==> src/rtl/lsu_pkg.sv <==
// Shared encodings for the load/store path: access types, funct3 values and
// the memory-port FSM state type.
package lsu_pkg;

  localparam logic [1:0] LD_W   = 2'b00;
  localparam logic [1:0] LD_BU  = 2'b01;
  localparam logic [1:0] LD_B   = 2'b10;
  localparam logic [1:0] LD_ILL = 2'b11;

  localparam logic ST_W = 1'b0;
  localparam logic ST_B = 1'b1;

  // funct3 values the decoder maps onto the types above
  localparam logic [2:0] F3_LB  = 3'b000;
  localparam logic [2:0] F3_LW  = 3'b010;
  localparam logic [2:0] F3_LBU = 3'b100;
  localparam logic [2:0] F3_SB  = 3'b000;
  localparam logic [2:0] F3_SW  = 3'b010;

  typedef enum logic [1:0] {
    S_IDLE = 2'd0,
    S_REQ  = 2'd1,
    S_WAIT = 2'd2,
    S_DONE = 2'd3
  } lsu_state_e;

  function automatic logic [3:0] store_strb(input logic st_type, input logic [1:0] off);
    logic [3:0] strb;
    strb = 4'b1111;
    if (st_type == ST_B) strb = 4'b0001 << off;
    return strb;
  endfunction

endpackage

==> src/rtl/load_align.sv <==
// Picks the addressed byte out of a memory word and zero/sign-extends it,
// or passes the whole word through for word loads.
module load_align
  import lsu_pkg::*;
(
  input  logic [31:0] mem_rdata_i,
  input  logic [1:0]  byte_off_i,
  input  logic [1:0]  load_type_i,
  output logic [31:0] rdata_o
);

  logic [7:0] sel_byte;

  always_comb begin
    sel_byte = mem_rdata_i[{byte_off_i, 3'b000} +: 8];
    rdata_o  = '0;
    case (load_type_i)
      LD_W:    rdata_o = mem_rdata_i;
      LD_BU:   rdata_o = {24'b0, sel_byte};
      LD_B:    rdata_o = {{24{sel_byte[7]}}, sel_byte};
      default: rdata_o = '0;
    endcase
  end

endmodule

==> src/rtl/lsu_mem_port.sv <==
// Memory side of loads and stores: one access in flight over a
// request/grant/response port, with lane placement and load alignment.
//
//   state  | meaning
//   IDLE   | waiting for req_valid; accepts and fault-checks the access
//   REQ    | mem_req high, request fields held until mem_gnt
//   WAIT   | granted, waiting for mem_rvalid
//   DONE   | one-cycle rsp_valid (with fault / rdata), then IDLE
module lsu_mem_port
  import lsu_pkg::*;
#(
  parameter int AW = 32,
  parameter int DW = 32
) (
  input  logic          clk,
  input  logic          rst,
  input  logic          req_valid,
  input  logic          is_store,
  input  logic [1:0]    load_type,
  input  logic          store_type,
  input  logic [AW-1:0] addr,
  input  logic [DW-1:0] wdata,
  output logic          busy,
  output logic          rsp_valid,
  output logic [DW-1:0] rdata,
  output logic          fault,
  output logic          mem_req,
  output logic          mem_we,
  output logic [AW-1:0] mem_addr,
  output logic [DW-1:0] mem_wdata,
  output logic [3:0]    mem_wstrb,
  input  logic          mem_gnt,
  input  logic          mem_rvalid,
  input  logic [DW-1:0] mem_rdata
);

  lsu_state_e    state_q;
  logic          is_store_q;
  logic [1:0]    load_type_q;
  logic [1:0]    off_q;
  logic          rsp_valid_q;
  logic          fault_q;
  logic [DW-1:0] rdata_q;
  logic          mem_req_q;
  logic          mem_we_q;
  logic [AW-1:0] mem_addr_q;
  logic [DW-1:0] mem_wdata_q;
  logic [3:0]    mem_wstrb_q;

  logic          acc_fault;
  logic [DW-1:0] st_wdata_d;
  logic [DW-1:0] ld_data;
  logic [DW-1:0] rsp_data_d;

  always_comb begin
    if (is_store)
      acc_fault = (store_type == ST_W) && (addr[1:0] != 2'b00);
    else
      acc_fault = (load_type == LD_ILL) ||
                  ((load_type == LD_W) && (addr[1:0] != 2'b00));
  end

  assign st_wdata_d = (store_type == ST_B) ? {4{wdata[7:0]}} : wdata;

  load_align u_load_align (
    .mem_rdata_i (mem_rdata),
    .byte_off_i  (off_q),
    .load_type_i (load_type_q),
    .rdata_o     (ld_data)
  );

  // stores complete with zero result data
  assign rsp_data_d = is_store_q ? '0 : ld_data;

  always_ff @(posedge clk) begin
    if (rst) begin
      state_q     <= S_IDLE;
      is_store_q  <= 1'b0;
      load_type_q <= LD_W;
      off_q       <= 2'b00;
      rsp_valid_q <= 1'b0;
      fault_q     <= 1'b0;
      rdata_q     <= '0;
      mem_req_q   <= 1'b0;
      mem_we_q    <= 1'b0;
      mem_addr_q  <= '0;
      mem_wdata_q <= '0;
      mem_wstrb_q <= 4'b0000;
    end else begin
      rsp_valid_q <= 1'b0;
      fault_q     <= 1'b0;
      rdata_q     <= '0;
      case (state_q)
        S_IDLE: begin
          if (req_valid) begin
            is_store_q  <= is_store;
            load_type_q <= load_type;
            off_q       <= addr[1:0];
            if (acc_fault) begin
              state_q     <= S_DONE;
              rsp_valid_q <= 1'b1;
              fault_q     <= 1'b1;
            end else begin
              state_q     <= S_REQ;
              mem_req_q   <= 1'b1;
              mem_we_q    <= is_store;
              mem_addr_q  <= {addr[AW-1:2], 2'b00};
              mem_wdata_q <= is_store ? st_wdata_d : '0;
              mem_wstrb_q <= is_store ? store_strb(store_type, addr[1:0]) : 4'b0000;
            end
          end
        end
        S_REQ: begin
          if (mem_gnt) begin
            mem_req_q   <= 1'b0;
            mem_we_q    <= 1'b0;
            mem_addr_q  <= '0;
            mem_wdata_q <= '0;
            mem_wstrb_q <= 4'b0000;
            if (mem_rvalid) begin
              state_q     <= S_DONE;
              rsp_valid_q <= 1'b1;
              rdata_q     <= rsp_data_d;
            end else begin
              state_q <= S_WAIT;
            end
          end
        end
        S_WAIT: begin
          if (mem_rvalid) begin
            state_q     <= S_DONE;
            rsp_valid_q <= 1'b1;
            rdata_q     <= rsp_data_d;
          end
        end
        S_DONE: state_q <= S_IDLE;
        default: state_q <= S_IDLE;
      endcase
    end
  end

  // the acceptance cycle stalls the core before the FSM has moved
  assign busy = (state_q == S_REQ) || (state_q == S_WAIT) ||
                ((state_q == S_IDLE) && req_valid && !rst);

  assign rsp_valid = rsp_valid_q;
  assign fault     = fault_q;
  assign rdata     = rdata_q;
  assign mem_req   = mem_req_q;
  assign mem_we    = mem_we_q;
  assign mem_addr  = mem_addr_q;
  assign mem_wdata = mem_wdata_q;
  assign mem_wstrb = mem_wstrb_q;

endmodule

==> config.mk <==
export PLATFORM = sky130hd
export DESIGN_NAME = lsu_mem_port
export DESIGN_NICKNAME = d
export VERILOG_FILES = /design/src/rtl/lsu_pkg.sv /design/src/rtl/load_align.sv /design/src/rtl/lsu_mem_port.sv
export SDC_FILE = /design/constraint.sdc
export NUM_CORES = 1
export LEC_CHECK = 0
export CORE_ASPECT_RATIO = 1.1
export CORE_MARGIN = 3
export CORE_UTILIZATION = 35
export DETAILED_ROUTE_END_ITERATION = 10
export PLACE_DENSITY = 0.68
export SLEW_MARGIN = 5
export SYNTH_ARGS = -nofsm -noshare
export SYNTH_HDL_FRONTEND = slang
export SYNTH_HIERARCHICAL = 1
export SYNTH_SLANG_ARGS = --single-unit
==> constraint.sdc <==
create_clock -name clk -period 1.8 [get_ports clk]
set_input_delay 0.27 -clock clk [delete_from_list [all_inputs] [get_ports clk]]
set_output_delay 0.27 -clock clk [all_outputs]
set_load 0.005 [all_outputs]
**Run 1: clock wiring as the flow saved it**

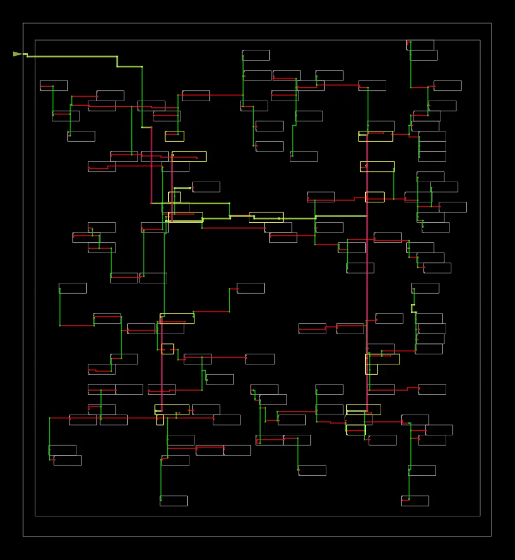
clk_lat worst skew: 350 ps
clock-net power: 1.98 mW

**Run 1: selected gate families**

(2 px per µm)
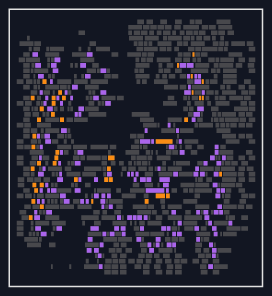
Purple shows aoi and oai cells, cells 159. Orange shows nor cells, cells 42.
final cell count without fillers: 1020
highest-count logic cell in the final layout: clkdlybuf4s50_1
Comb/total area: 0.3624

**Run 1: routed metal, one color a layer**

(3 px per µm)
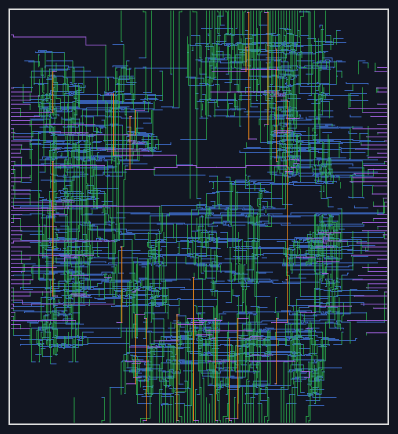
Purple shows metal 3, wire length 1370 µm. Orange shows metal 4, wire length 586 µm. Blue shows metal 1, wire length 7600 µm. Green shows metal 2, wire length 8810 µm.
GRT Total Usage: 0.2028
Total Wirelength: 18360 µm
routed len/inst: 18.00 µm
vias: 5751

==> impl_metrics.ini, run 1 <==
; generated from flow reports
[synth]
top_area_cell = dfxtp_1
yosysCellCount = 638
edf_count = 0
synth_cell_types = 47
syn_inst = 638
postSynthSeqShare = 0.3946
async_reset_ff_frac = 0
most_common_cell = dfxtp_1

[run_status]
outcome = completed

[clock_network]
clock_sinks = 109
clk_pin_slew_worst_paths_ps = 70
htreeDepth = 3

[placement]
dp_slack_ps = -203.3

[cells_and_area]
buffer_area_frac = 0.3018
layout.area.seq_um2 = 2183
n_all_inverters = 7
n_fill_cell = 1420
n_all_buffers = 244
areaGrowthSynthToFinish_pct = 48.21

[power]
power_density_nw_per_um2 = 962.4
p_leak_nw = 3.016

[setup_path]
cp_max_fo = 3
cp-start-kind = flip-flop
crit_slowest_cell = dfxtp_2
cp_top_family = flip-flops
r2r.worst_path.cells = 5

[timing]
report.final.slew_viol_count = 0
hold_viol = 0
setup_tns_ps = 0
fin_ws_ps = 80.13
layout_min_cycle_time_ps = 1720
min_period_over_period = 0.9555

[detailed_routing]
viasPerCell = 5.638
drc = 0

[floorplanning]
die_area_um2 = 17350

[job]
tool_warnings = 30
==> run 1: what timing repair did <==
action	in CTS	in global routing
hold buffers	0	0
gates resized	5	4
pin swaps	0	1
gates cloned	0	1
endpoints found under the setup margin	1	10
==> run 1: cells in the final DEF, fill, tap and decap left out, types with 4 or more instances in the layout <==
cell type	count
buf_4	26
dfxtp_1	108
and2_1	42
o211ai_1	30
clkbuf_16	10
o21ai_1	24
o2111ai_1	32
a21o_1	24
nand2_1	53
ha_1	4
nor2_1	8
a222oi_1	6
inv_1	6
a31oi_1	35
mux2_2	5
clkdlybuf4s50_1	205
nand3_1	67
buf_12	9
a21oi_1	8
o21ai_0	10
nor2b_1	27
nand4b_1	31
==> run 1: report_power, final <==
part / leakage, nW / internal [mW] / switching [mW]
clock network: 0.149 / 1.06 / 0.916
registers: 0.884 / 2.68 / 0.211
logic: 1.98 / 1.51 / 1.52
total: 3.02 / 5.25 / 2.64
==> run 1: registers in the layout (all words and copies together), names as in the netlist <==
signal,flops
fault,1
load_type_q,2
mem_addr,30
is_store_q,1
mem_wdata,32
state_q,2
rsp_valid,1
mem_we,1
rdata,32
mem_wstrb,4
off_q,2
mem_req,1
==> run 1: cell families (layout without fill, tap and decap cells) <==
| logic type | after synthesis | after routing | share of synthesized area |
|---|---|---|---|
| other cells | 1 | 2 | 0.0006781 |
| fa+ha+maj | 5 | 5 | 0.01131 |
| compound gates | 188 | 188 | 0.2439 |
| mux | 9 | 9 | 0.02194 |
| xor+xnor | 3 | 3 | 0.004752 |
| simple gates | 241 | 241 | 0.2480 |
| buf+inv | 82 | 267 | 0.07489 |
| flops | 109 | 109 | 0.3946 |
==> run 1: metrics by stage <==
stage	utilization	instances	power, mW	hold slack (ps)	instance area [µm²]
4_1_cts	0.5330	1019	7.851	420.1	8149
3_3_place_gp	0.5137	1003	5.809	461.3	7855
6_report	0.5361	1020	7.889	433.8	8197
3_5_place_dp	0.5137	1003	5.876	474.4	7855
5_1_grt	0.5361	1020	8.298	458.7	8197
2_1_floorplan	-	639	4.491	379.0	5534
==> run 1: worst max path at each step <==
stage | from | end | slack [ps] | cells past startpoint
floorplan | off_q[0]$_SDFFE_PP0N_ | rdata[26]$_SDFF_PP0_ | 50 | 7
global placement | mem_rdata[23] | rdata[31]$_SDFF_PP0_ | -150 | 6
detailed placement | mem_rdata[23] | rdata[12]$_SDFF_PP0_ | -200 | 6
CTS | state_q[1]$_SDFFE_PP0P_ | mem_wdata[21]$_SDFFE_PP0P_ | 50 | 7
global route | state_q[0]$_SDFFE_PP0P_ | busy | 7 | 5
finish | state_q[0]$_SDFFE_PP0P_ | busy | 80 | 5
==> run 1: routing by layer <==
| metal | GRT usage | routed length (µm) | up-vias |
|---|---|---|---|
| met1 | 0.2499 | 7595 | 2708 |
| met4 | 0.09476 | 585 | 0 |
| li1 | - | - | 2734 |
| met2 | 0.3362 | 8807 | 268 |
| met3 | 0.04924 | 1371 | 41 |
| met5 | 0 | 0 | - |
==> run 1: tightest hold or removal path: stages <==
cell     delay (ps)
buf_2           130
buf_4           260
a31oi_1          60
==> run 1 -> run 2 <==
--- a/config.mk
+++ b/config.mk
@@ -5,11 +5,12 @@
 export SDC_FILE = /design/constraint.sdc
 export NUM_CORES = 1
 export LEC_CHECK = 0
+export CAP_MARGIN = 20
 export CORE_ASPECT_RATIO = 1.1
 export CORE_MARGIN = 3
-export CORE_UTILIZATION = 35
+export CORE_UTILIZATION = 40
 export DETAILED_ROUTE_END_ITERATION = 10
-export PLACE_DENSITY = 0.68
+export PLACE_DENSITY = 0.76
 export SLEW_MARGIN = 5
 export SYNTH_ARGS = -nofsm -noshare
 export SYNTH_HDL_FRONTEND = slang
==> run 2 against run 1 <==
Cell area fell by 0.20%. First-iteration DRC count fell by 11%. Worst setup slack got worse by 5.9 ps. Sequential share of layout area rose by 0.053 points. Critical endpoint is now rdata[0]$_SDFF_PP0_.
==> impl_metrics.ini, run 2 <==
; generated from flow reports
[run_status]
outcome = completed

[timing]
fin_ws_ps = 74.27
holdWs_ps = 434.0
hold_viol = 0
layout_min_cycle_time_ps = 1726
report.final.slew_viol_count = 0

[global_route]
grt_usage = 0.2266

[power]
p_comb_frac = 0.377
p_leak_nw = 3.019
swShare = 0.3344
power_frac_seq = 0.362

[synth]
most_common_cell = dfxtp_1
xor_area_frac = 0.004751
ys_sh_adder = 0.01131
yosysCellCount = 638
async_reset_ff_frac = 0

[setup_path]
cp_max_fo = 32
r2r.worst_path.cells = 7

[detailed_routing]
drc = 0

[clock_network]
clock_latency_ps = 350
htreeDepth = 3

[placement]
dp_slack_ps = -172.1
## run 2: cell counts after synthesis
Identical to the previous run, type by type.
## run 2: worst paths after layout
| path | startpoint | endpoint | slack (ps) |
|---|---|---|---|
| worst min register to register | mem_addr[20]$_SDFFE_PP0P_ | mem_addr[20]$_SDFFE_PP0P_ | 490 |
| worst max register to register | state_q[1]$_SDFFE_PP0P_ | rdata[0]$_SDFF_PP0_ | 70 |
| worst min-delay path | rst | mem_req$_SDFFE_PP0P_ | 430 |
| worst max-delay path | state_q[1]$_SDFFE_PP0P_ | rdata[0]$_SDFF_PP0_ | 70 |
## run 2: per-stage QoR
step | cells | utilization | area, µm²
final | 1012 | 0.6115 | 8180
after global routing | 1012 | 0.6115 | 8180
after CTS | 1011 | 0.6106 | 8169
after detailed placement | 995 | 0.5874 | 7858
after global placement | 995 | 0.5874 | 7858
after floorplan | 639 | - | 5534
## run 2: metal layers
metal | GRT usage | wire length, µm
met1 | 0.2861 | 7313
met2 | 0.3835 | 8783
met3 | 0.04147 | 1250
met4 | 0.09655 | 580
met5 | 0 | 0
## run 2: logic make-up after synthesis
family                     after synthesis
AOI/OAI and AO/OA                      188
xor gates and xnor gates                 3
adders and majority gates                5
buffers and inverters                   82
DFF                                    109
muxes                                    9
other                                    1
and+or+nand+nor                        241
## run 2: cell type report
cell class,count,share of cell area
Sequential cell,109,0.2669
Multi-Input combinational cell,448,0.3617
Clock inverter,7,0.009636
Clock buffer,9,0.02753
Inverter,7,0.003212
Tap cell,184,0.02814
Timing Repair Buffer,248,0.3028
## run 2: timing repair
action                     in CTS  in global routing
setup endpoints to repair       4                 55
setup buffers                   0                  1
resized                         6                  4
pin swaps                       0                  1
## run 2: power by group through the flow
stage	combinational [mW]	clock, mW	sequential (mW)
after floorplan	1.58	0	2.91
after global placement	2.87	0	2.91
after detailed placement	2.94	0	2.92
after CTS	2.97	2.11	2.87
after global routing	3.23	2.20	2.90
final	2.99	2.07	2.87
## run 2: critical path, cell delays in order, from the launching register on
cell	delay, ps
dfxtp_1	310
inv_1	120
ha_2	300
and2_1	210
o21ai_2	100
nor4b_4	270
buf_12	200
and2_1	150
**Run 2: power grid**

(3 px per µm) Pins as bars on the die edge.
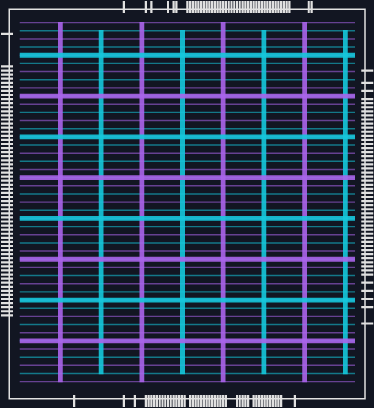
Cyan shows VDD. Purple shows VSS.
45 met1 rails follow the rows. 8 straps on met4. 8 straps on met5. 210 signal pins sit on the boundary.
Worst VDD drop: 0.0005672 V
DIE HEIGHT: 129.3 µm
Die Span X: 118.1 µm

**Run 2: routed clock nets over the placement**

(2 px per µm)
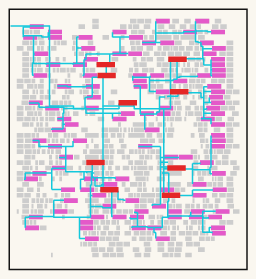
Magenta shows flip-flops, count 109. Cyan shows clock wires, length 1340 µm. Red shows clock drivers, count 9.
There are 10 routed clock nets. Position of the flops: all over the die.
clock share of power: 0.261
clk_skew: 8.074 ps
clock-net power: 2.07 mW

==> run 2 -> run 3 <==
--- a/config.mk
+++ b/config.mk
@@ -9,6 +9,7 @@
 export CORE_ASPECT_RATIO = 1.1
 export CORE_MARGIN = 3
 export CORE_UTILIZATION = 40
+export CTS_CLUSTER_SIZE = 25
 export DETAILED_ROUTE_END_ITERATION = 10
 export PLACE_DENSITY = 0.76
 export SLEW_MARGIN = 5
==> run 3 against run 2 <==
Sequential power about the same. First-iteration DRC count did not move. Core utilization stayed put. Via count stayed put. Wire length unchanged. Flip-flop count stayed put. Critical endpoint unchanged. Largest cell class unchanged.
==> impl_metrics.ini, run 3 <==
; generated from flow reports
[run_status]
outcome = completed

[synth]
synth_cell_types = 47
postSynthSeqShare = 0.3946
yosysCellCount = 638
syn_inst = 638
edf_count = 0

[cells_and_area]
design_area_um2 = 8180
lay_top_count = clkdlybuf4s50_1
final_util = 0.6115

[detailed_routing]
met3_length_um = 1250
top_layer = met4
wl_met1_um = 7313

[power]
power_density_nw_per_um2 = 969.3
p_total_mw = 7.929
ir_drop_v = 0.0005672

[setup_path]
slowest_delay_ps = 310
cp-start-kind = flip-flop
cp_max_fo = 32
cp_cell_sequence = inv_1 > ha_2 > and2_1 > o21ai_2 > nor4b_4 > buf_12 > and2_1

[timing]
holdWs_ps = 434.0
clock_skew_ps = 8.074
min_period_over_period = 0.9587
layout_min_cycle_time_ps = 1726

[clock_network]
clk_pin_slew_worst_paths_ps = 70
cts_hold_buf = 0

[placement]
dpl_cell_area_um2 = 7858

[floorplanning]
dieHeight_um = 129.3
## run 3: kinds of logic (layout without fill, tap and decap cells)
kind of cell    Yosys count  after routing  synth area share
other cells               1              2         0.0006781
compound gates          188            188            0.2439
xor+xnor                  3              3          0.004752
flops                   109            109            0.3946
buf+inv                  82            271           0.07489
simple gates            241            241            0.2480
fa+ha+maj                 5              5           0.01131
mux                       9              9           0.02194
## run 3: area by class of cell
| type | count | area (µm²) | share of cell area |
|---|---|---|---|
| flip-flops and latches | 109 | 2183 | 0.2669 |
| repair buffers | 248 | 2477 | 0.3028 |
| inverters | 7 | 26.28 | 0.003212 |
| clock buffers | 9 | 225.2 | 0.02753 |
| well taps | 184 | 230.2 | 0.02814 |
| multi-input cells | 448 | 2959 | 0.3617 |
| clock inverters | 7 | 78.83 | 0.009636 |
## run 3: repair_timing
action / 4_1_cts / 5_1_grt
pin swaps: 0 / 1
buffers inserted: 0 / 1
gates resized: 6 / 4
setup endpoints to repair: 4 / 55
gates cloned: 0 / 0
## run 3: routing by layer
| metal | vias to the layer above | GRT usage |
|---|---|---|
| met5 | - | 0 |
| met4 | 0 | 0.09655 |
| met3 | 39 | 0.04147 |
| met2 | 267 | 0.3835 |
| met1 | 2743 | 0.2861 |
| li1 | 2738 | - |
## run 3: critical path, delay by kind of cell (launching register included)
family                   cells  cell delay (ps)
AND/OR/NAND/NOR              3              630
AND-OR/OR-AND                1              100
flip-flops                   1              310
adder cells (fa/ha/maj)      1              300
buffers and inverters        2              320
## run 3: worst paths after layout
check,startpoint,end,slack (ps),cells after the start
min reg2reg,mem_addr[20]$_SDFFE_PP0P_,mem_addr[20]$_SDFFE_PP0P_,490,2
max,state_q[1]$_SDFFE_PP0P_,rdata[0]$_SDFF_PP0_,70,7
max reg2reg,state_q[1]$_SDFFE_PP0P_,rdata[0]$_SDFF_PP0_,70,7
min,rst,mem_req$_SDFFE_PP0P_,430,3
## run 3: stage by stage
stage / TNS, ps / instances
2_1_floorplan: 0 / 639
3_3_place_gp: -6188 / 995
3_5_place_dp: -9684 / 995
4_1_cts: 0 / 1011
5_1_grt: -545.9 / 1012
6_report: 0 / 1012
## run 3: power by group
| group | internal, mW | switching (mW) | leakage (nW) | total (mW) |
|---|---|---|---|---|
| combinational | 1.50 | 1.49 | 1.98 | 2.99 |
| sequential | 2.68 | 0.193 | 0.884 | 2.87 |
| clock | 1.10 | 0.965 | 0.151 | 2.07 |
| total | 5.28 | 2.65 | 3.02 | 7.93 |
**Run 3: routed metal, one color a layer**

(4 px per µm)
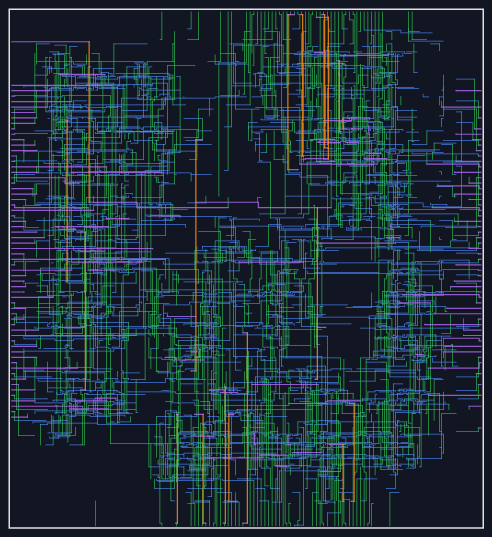
Green shows metal 2, wire length 8780 µm. Blue shows metal 1, wire length 7310 µm. Purple shows metal 3, wire length 1250 µm. Orange shows metal 4, wire length 580 µm.
GRT Total Usage: 0.2266
vias: 5787
Total Wirelength: 17930 µm
routed len/inst: 17.71 µm

**Run 3: power grid**

(3 px per µm) Pins as bars on the die edge.
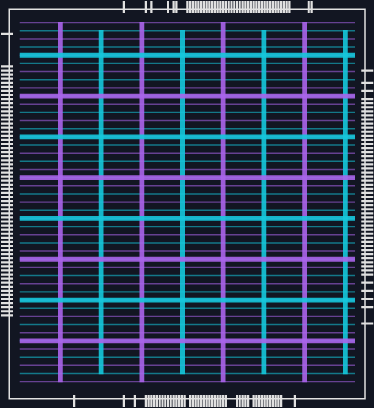
Cyan shows VDD. Purple shows VSS.
8 straps on met4. 210 signal pins sit on the boundary. The core has 44 rows. 45 met1 rails follow the rows. 8 straps on met5.
area of the core: 13380 µm²

Power and IR drop assume default switching activity.
